Fig. 1: run 1, local utilization
7 x 7 tiles, from black (low) to pale yellow (high), 0 to 100% covered.
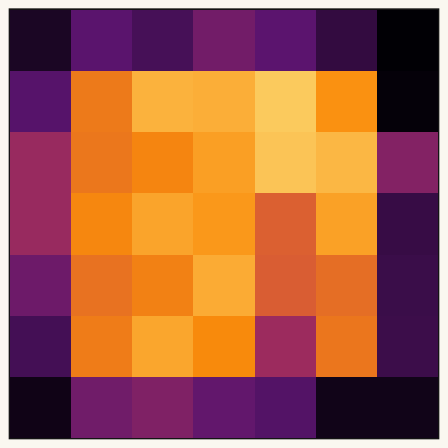
Fig. 2: run 1, placed standard cells
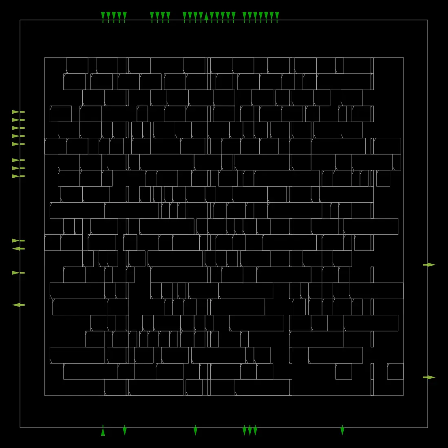
Fig. 3: run 1, nets reached from selected ports
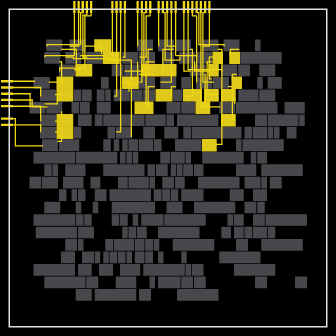
Fig. 4: run 1, gate-type map
Scale bar: 20 µm.
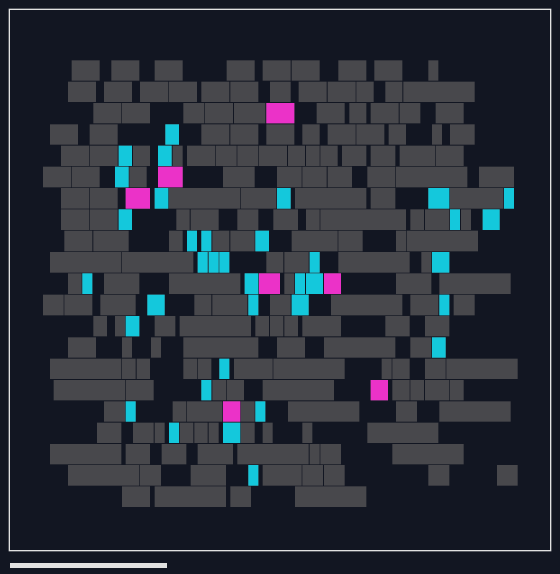
## src/rtl/fir_seq_pkg.sv

```systemverilog
// Shared types and constants for the 4-tap FIR sequencer.
// Holds the FSM state and shift-phase enums, the coefficient geometry and a tap-select helper.
// Imported by the interface, the shift-clock generator and the top.
package fir_seq_pkg;

  localparam int NTAPS    = 4;
  localparam int COEF_W   = 8;
  localparam int CFG_BITS = NTAPS * COEF_W;

  typedef enum logic [1:0] {IDLE, MAC, LOAD} state_t;
  typedef enum logic [1:0] {PH_A, PH_B, PH_C, PH_D} phase_t;

  // Tap select saturates at the last tap while the multiplier pipeline drains.
  function automatic logic [1:0] tap_sel(input logic [2:0] idx);
    return (idx > 3'd3) ? 2'd3 : idx[1:0];
  endfunction

endpackage

```

## src/rtl/fir_sequencer_if.sv

```systemverilog
// Handshake and datapath-control bundle of the FIR sequencer.
// slave: the sequencer (takes sample/cfg requests, drives datapath and coefficient chain).
// master: the environment (sample source, config host, datapath/chain sink).
interface fir_sequencer_if;
  import fir_seq_pkg::*;

  logic                sample_valid;
  logic                sample_ready;
  logic                cfg_valid;
  logic [CFG_BITS-1:0] cfg_coef;
  logic                cfg_ready;
  logic                busy;
  logic                y_valid;
  logic [1:0]          muxControl;
  logic                enData;
  logic                clearAccum;
  logic                shiftIn;
  logic                shiftClk1;
  logic                shiftClk2;

  modport slave (
    input  sample_valid, cfg_valid, cfg_coef,
    output sample_ready, cfg_ready, busy, y_valid,
           muxControl, enData, clearAccum, shiftIn, shiftClk1, shiftClk2
  );

  modport master (
    output sample_valid, cfg_valid, cfg_coef,
    input  sample_ready, cfg_ready, busy, y_valid,
           muxControl, enData, clearAccum, shiftIn, shiftClk1, shiftClk2
  );

endinterface

```

## src/rtl/shift_clk_gen.sv

```systemverilog
// Emits one A-B-C-D bit cycle of non-overlapping shift clocks per start pulse.
// Latency: shiftClk1 rises the cycle after start; a bit lasts 4*SHIFT_DIV cycles.
// Backpressure: none; start is only honoured idle or in the final cycle of a bit (done).
// Ports: clk, reset_n; start in; shiftClk1/shiftClk2 registered out;
//        done = current cycle is the last of the bit; done_next = next cycle will be.
module shift_clk_gen #(
  parameter int SHIFT_DIV = 1
) (
  input  logic clk,
  input  logic reset_n,
  input  logic start,
  output logic shiftClk1,
  output logic shiftClk2,
  output logic done,
  output logic done_next
);
  import fir_seq_pkg::*;

  localparam logic [3:0] DIV_LAST = 4'(SHIFT_DIV - 1);

  logic       active, active_n;
  phase_t     phase, phase_n;
  logic [3:0] div, div_n;

  always_comb begin
    active_n = active;
    phase_n  = phase;
    div_n    = div;
    if (start) begin
      active_n = 1'b1;
      phase_n  = PH_A;
      div_n    = '0;
    end else if (active) begin
      if (div == DIV_LAST) begin
        div_n = '0;
        if (phase == PH_D) active_n = 1'b0;
        else               phase_n  = phase_t'(phase + 2'd1);
      end else begin
        div_n = div + 4'd1;
      end
    end
  end

  assign done_next = active_n && (phase_n == PH_D) && (div_n == DIV_LAST);

  // Clocks are decoded from the next phase and registered, so each is a clean
  // flop output and the two can never be high in the same cycle.
  always_ff @(posedge clk or negedge reset_n) begin
    if (!reset_n) begin
      active    <= 1'b0;
      phase     <= PH_A;
      div       <= '0;
      shiftClk1 <= 1'b0;
      shiftClk2 <= 1'b0;
      done      <= 1'b0;
    end else begin
      active    <= active_n;
      phase     <= phase_n;
      div       <= div_n;
      shiftClk1 <= active_n && (phase_n == PH_A);
      shiftClk2 <= active_n && (phase_n == PH_C);
      done      <= done_next;
    end
  end

endmodule

```

## src/rtl/fir_sequencer.sv

```systemverilog
// Sequences the 4-tap FIR datapath per sample and serially loads the 32-bit coefficient chain.
// Latency: enData/sample_ready at MAC step MULT_LAT+3 (one sample per MULT_LAT+5 cycles); load 128*SHIFT_DIV cycles.
// Backpressure: requests are held by the source until sample_ready/cfg_ready; cfg waits out a MAC, samples wait out a LOAD.
// Ports: clk, reset_n (async, active low); sif (slave modport) carries sample/cfg handshakes,
//        datapath controls muxControl/enData/clearAccum, y_valid, busy and the shiftIn/shiftClk1/shiftClk2 chain.
module fir_sequencer #(
  parameter int MULT_LAT  = 0,
  parameter int SHIFT_DIV = 1
) (
  input  logic            clk,
  input  logic            reset_n,
  fir_sequencer_if.slave  sif
);
  import fir_seq_pkg::*;

  localparam logic [2:0] ML3    = 3'(MULT_LAT);
  localparam logic [2:0] I_LAST = 3'(MULT_LAT + 3);
  localparam logic [4:0] B_LAST = 5'(CFG_BITS - 1);

  state_t     state;
  logic [2:0] i;
  logic [2:0] i_nxt;
  logic [4:0] bitcnt;
  logic [4:0] bit_nxt;
  logic       last_bit;
  logic       gen_start, gen_done, gen_done_next;

  assign i_nxt    = i + 3'd1;
  assign bit_nxt  = bitcnt + 5'd1;
  assign last_bit = (bitcnt == B_LAST);

  // A new bit cycle starts on LOAD entry and in the final cycle of every bit but the last.
  assign gen_start = ((state == IDLE) && sif.cfg_valid) ||
                     ((state == LOAD) && gen_done && !last_bit);

  shift_clk_gen #(.SHIFT_DIV(SHIFT_DIV)) u_shift_clk_gen (
    .clk       (clk),
    .reset_n   (reset_n),
    .start     (gen_start),
    .shiftClk1 (sif.shiftClk1),
    .shiftClk2 (sif.shiftClk2),
    .done      (gen_done),
    .done_next (gen_done_next)
  );

  always_ff @(posedge clk or negedge reset_n) begin
    if (!reset_n) begin
      state            <= IDLE;
      i                <= '0;
      bitcnt           <= '0;
      sif.muxControl   <= 2'd0;
      sif.enData       <= 1'b0;
      sif.sample_ready <= 1'b0;
      sif.cfg_ready    <= 1'b0;
      sif.y_valid      <= 1'b0;
      sif.clearAccum   <= 1'b1;
      sif.shiftIn      <= 1'b0;
      sif.busy         <= 1'b0;
    end else begin
      sif.enData       <= 1'b0;
      sif.sample_ready <= 1'b0;
      sif.cfg_ready    <= 1'b0;
      // The datapath y register loads on the enData edge.
      if (sif.enData) sif.y_valid <= 1'b1;

      unique case (state)
        IDLE: begin
          i              <= '0;
          sif.muxControl <= 2'd0;
          sif.clearAccum <= 1'b1;
          if (sif.cfg_valid) begin
            state       <= LOAD;
            sif.busy    <= 1'b1;
            bitcnt      <= '0;
            sif.shiftIn <= sif.cfg_coef[CFG_BITS-1];
          end else if (sif.sample_valid) begin
            state          <= MAC;
            sif.busy       <= 1'b1;
            sif.clearAccum <= (ML3 != 3'd0);
          end
        end

        MAC: begin
          if (i == I_LAST) begin
            state          <= IDLE;
            sif.busy       <= 1'b0;
            sif.muxControl <= 2'd0;
            sif.clearAccum <= 1'b1;
          end else begin
            i              <= i_nxt;
            sif.muxControl <= tap_sel(i_nxt);
            // Hold the accumulator clear until the first product reaches it.
            sif.clearAccum <= (i_nxt < ML3);
            if (i_nxt == I_LAST) begin
              sif.enData       <= 1'b1;
              sif.sample_ready <= 1'b1;
              sif.y_valid      <= 1'b0;
            end
          end
        end

        LOAD: begin
          if (gen_done) begin
            if (last_bit) begin
              state    <= IDLE;
              sif.busy <= 1'b0;
              bitcnt   <= '0;
            end else begin
              bitcnt      <= bit_nxt;
              // MSB first: bit index 31-n is the ones' complement of n.
              sif.shiftIn <= sif.cfg_coef[~bit_nxt];
            end
          end
          if (gen_done_next && last_bit) sif.cfg_ready <= 1'b1;
        end

        default: state <= IDLE;
      endcase
    end
  end

endmodule

```

## src/flat_wrapper.sv

```systemverilog
// flat-port wrapper written by rule: the top's interface ports become plain ports
module fir_sequencer_flat import fir_seq_pkg::*;
#(
  parameter int MULT_LAT  = 0,
  parameter int SHIFT_DIV = 1
)
  (clk, reset_n, sif_sample_valid, sif_cfg_valid, sif_cfg_coef, sif_sample_ready, sif_cfg_ready, sif_busy, sif_y_valid, sif_muxControl, sif_enData, sif_clearAccum, sif_shiftIn, sif_shiftClk1, sif_shiftClk2);
  fir_sequencer_if sif_i ();
  input  logic clk;
  input  logic reset_n;
  input wire logic [$bits(sif_i.sample_valid)-1:0] sif_sample_valid;
  input wire logic [$bits(sif_i.cfg_valid)-1:0] sif_cfg_valid;
  input wire logic [$bits(sif_i.cfg_coef)-1:0] sif_cfg_coef;
  output wire logic [$bits(sif_i.sample_ready)-1:0] sif_sample_ready;
  output wire logic [$bits(sif_i.cfg_ready)-1:0] sif_cfg_ready;
  output wire logic [$bits(sif_i.busy)-1:0] sif_busy;
  output wire logic [$bits(sif_i.y_valid)-1:0] sif_y_valid;
  output wire logic [$bits(sif_i.muxControl)-1:0] sif_muxControl;
  output wire logic [$bits(sif_i.enData)-1:0] sif_enData;
  output wire logic [$bits(sif_i.clearAccum)-1:0] sif_clearAccum;
  output wire logic [$bits(sif_i.shiftIn)-1:0] sif_shiftIn;
  output wire logic [$bits(sif_i.shiftClk1)-1:0] sif_shiftClk1;
  output wire logic [$bits(sif_i.shiftClk2)-1:0] sif_shiftClk2;
  assign sif_i.sample_valid = sif_sample_valid;
  assign sif_i.cfg_valid = sif_cfg_valid;
  assign sif_i.cfg_coef = sif_cfg_coef;
  assign sif_sample_ready = sif_i.sample_ready;
  assign sif_cfg_ready = sif_i.cfg_ready;
  assign sif_busy = sif_i.busy;
  assign sif_y_valid = sif_i.y_valid;
  assign sif_muxControl = sif_i.muxControl;
  assign sif_enData = sif_i.enData;
  assign sif_clearAccum = sif_i.clearAccum;
  assign sif_shiftIn = sif_i.shiftIn;
  assign sif_shiftClk1 = sif_i.shiftClk1;
  assign sif_shiftClk2 = sif_i.shiftClk2;
  fir_sequencer #(.MULT_LAT(MULT_LAT), .SHIFT_DIV(SHIFT_DIV)) u_core (.clk(clk), .reset_n(reset_n), .sif(sif_i));
endmodule
```

## config.mk

```make
export PLATFORM = sky130hd
export DESIGN_NAME = fir_sequencer_flat
export DESIGN_NICKNAME = d
export VERILOG_FILES = /design/src/rtl/fir_seq_pkg.sv /design/src/rtl/fir_sequencer_if.sv /design/src/rtl/shift_clk_gen.sv /design/src/rtl/fir_sequencer.sv /design/src/flat_wrapper.sv
export SDC_FILE = /design/constraint.sdc
export NUM_CORES = 1
export LEC_CHECK = 0
export CORE_MARGIN = 4
export CORE_UTILIZATION = 48
export DETAILED_ROUTE_END_ITERATION = 10
export PLACE_DENSITY = 0.79
export SETUP_SLACK_MARGIN = 0.15
export SYNTH_ARGS = -nofsm -noshare
export SYNTH_HDL_FRONTEND = slang
export SYNTH_HIERARCHICAL = 1
export SYNTH_SLANG_ARGS = --single-unit
```

## constraint.sdc

```tcl
create_clock -name clk -period 2.9 [get_ports clk]
set_input_delay 0.29 -clock clk [delete_from_list [all_inputs] [get_ports clk]]
set_output_delay 0.29 -clock clk [all_outputs]
set_load 0.1 [all_outputs]
```

==> impl_metrics.yaml, run 1 <==
# generated from flow reports
status:
  run_status: "finished clean"
yosys:
  synth_cell_types: 48
  synth.comb.largest_family: "simple AND/OR/NAND/NOR gates"
  fa_ha_area_share_pct: 7.02
layout:
  seqCellArea_um2: 702
  largest-register: "u_core/bitcnt"
  n_all_inverters: 9
  comb_area_um2: 997
critical_path:
  cp-endpoint: "u_core/sif.shiftIn$_DFFE_PN0P_"
  worst-r2r-cell-count: 7
  setup.worst_path.end_class: "flip-flop"
die:
  fp.dieW_um: 68.9
  num_io_pins: 47
grt:
  grt.overflow.total: 0
  globalRouteMet1Util_pct: 21.9
sta:
  timing_max_transition_violations_final: 0
  timing.slew.headroom_pct: 57.5
  hold_viol_final: 0
worst_hold_path:
  min_path_type: "primary input to async pin"
placement:
  gp_routability_congestion: 0.846
pwr:
  vdd_ir_drop_max_mv: 0.200
  finalPower_mw: 0.763
cts:
  clkLatencyLatePin_ns: 0.27
  cts_resized: 0
drt:
  top_signal_layer_used: "met4"
-- Fig. 1 (at the start) --
nearly empty tiles = 4.1%
densest ninth of the die = center
mean over tiles = 48%
tiles over 75% full = 25%

-- Fig. 2 (at the start) --
core utilization of the finished layout: 67.0%
final sequential cell count: 28
Core Footprint: 3470 µm²
number of fill cells in the layout: 305
number of placement rows: 21

-- Fig. 3 (at the start) --
sif_cfg_coef -> yellow  # bits 32, direction input, edge 25 north, 7 west, end cells 23, wire 632 µm

-- Fig. 4 (at the start) --
AND and OR gates -> magenta  # cells 7, where center
NAND gates -> cyan  # cells 36

==> run 1 -> run 2 <==
Settings changed: CORE_UTILIZATION 48 to 52, PLACE_DENSITY 0.79 to 0.85.
Clock period 2.9 ns to 3 ns, I/O delays scaled along.
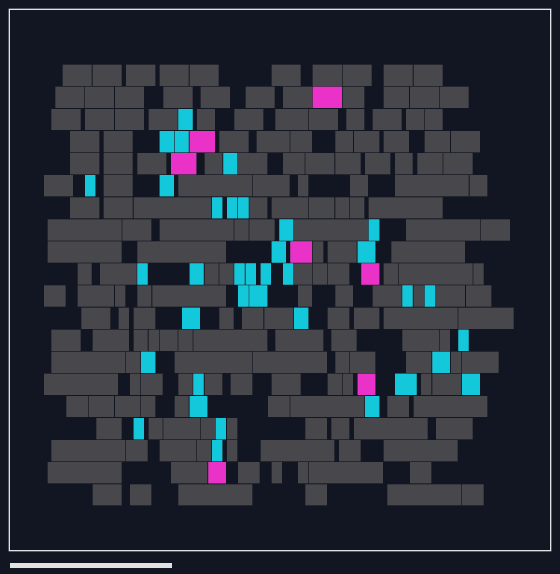
Fig. 5. Gate-type map (run 2).
Scale bar: 20 µm.
NAND gates -> cyan  # cells 36
AND and OR gates -> magenta  # cells 7

==> run 2 against run 1 <==
Worst hold slack got worse by 0.094 ns. Final area decreased by 1.7%. Total power decreased by 9.1%. Core utilization increased by 5.5 points. Critical path type unchanged. Largest power group unchanged.
==> impl_metrics.yaml, run 2 <==
# generated from flow reports
drt:
  detailed_route_wl_mm: 4.19
  top_signal_layer_used: "met4"
  wl_met3_um: 183
  routedLengthMet1_mm: 1.80
  post_detailed_route_via_to_cell_ratio: 5.75
  drtIter0Drc: 70
grt:
  globalRouteMet1Util_pct: 28.3
  grt.overflow.total: 0
yosys:
  post_synth.cell_area_avg_um2: 9.48
  fa_ha_area_share_pct: 7.02
  yosys-top-cells-area: "dfrtp_1 (38%), ha_1 (7.0%), mux2i_1 (5.1%), nand2_1 (3.8%), o21ai_0 (3.7%)"
  synth.comb.largest_family: "simple AND/OR/NAND/NOR gates"
  synth_cell_types: 48
placement:
  gp_routability_congestion: 0.917
pwr:
  vdd_ir_drop_max_mv: 0.326
  switching_power_mw: 0.133
sta:
  hold_viol_final: 0
  timing.slew.headroom_pct: 35.4
  timing_max_transition_violations_final: 0
status:
  run_status: "finished clean"
die:
  fp.dieW_um: 66.5
  num_io_pins: 47
  core_area_um2: 3150
  placementRows: 20
critical_path:
  worst-r2r-cell-count: 6
  cp-endpoint: "u_core/sif.shiftIn$_DFFE_PN0P_"
cts:
  postCtsSetupBuffers: 0
  cts_resized: 0
  clkLatencyLatePin_ns: 0.34
layout:
  n_all_inverters: 9
  comb_area_um2: 998
  antenna_cells: 0
  post-route-util_pct: 72.5
worst_hold_path:
  min_path_type: "primary input to async pin"
Power and IR drop assume default switching activity.
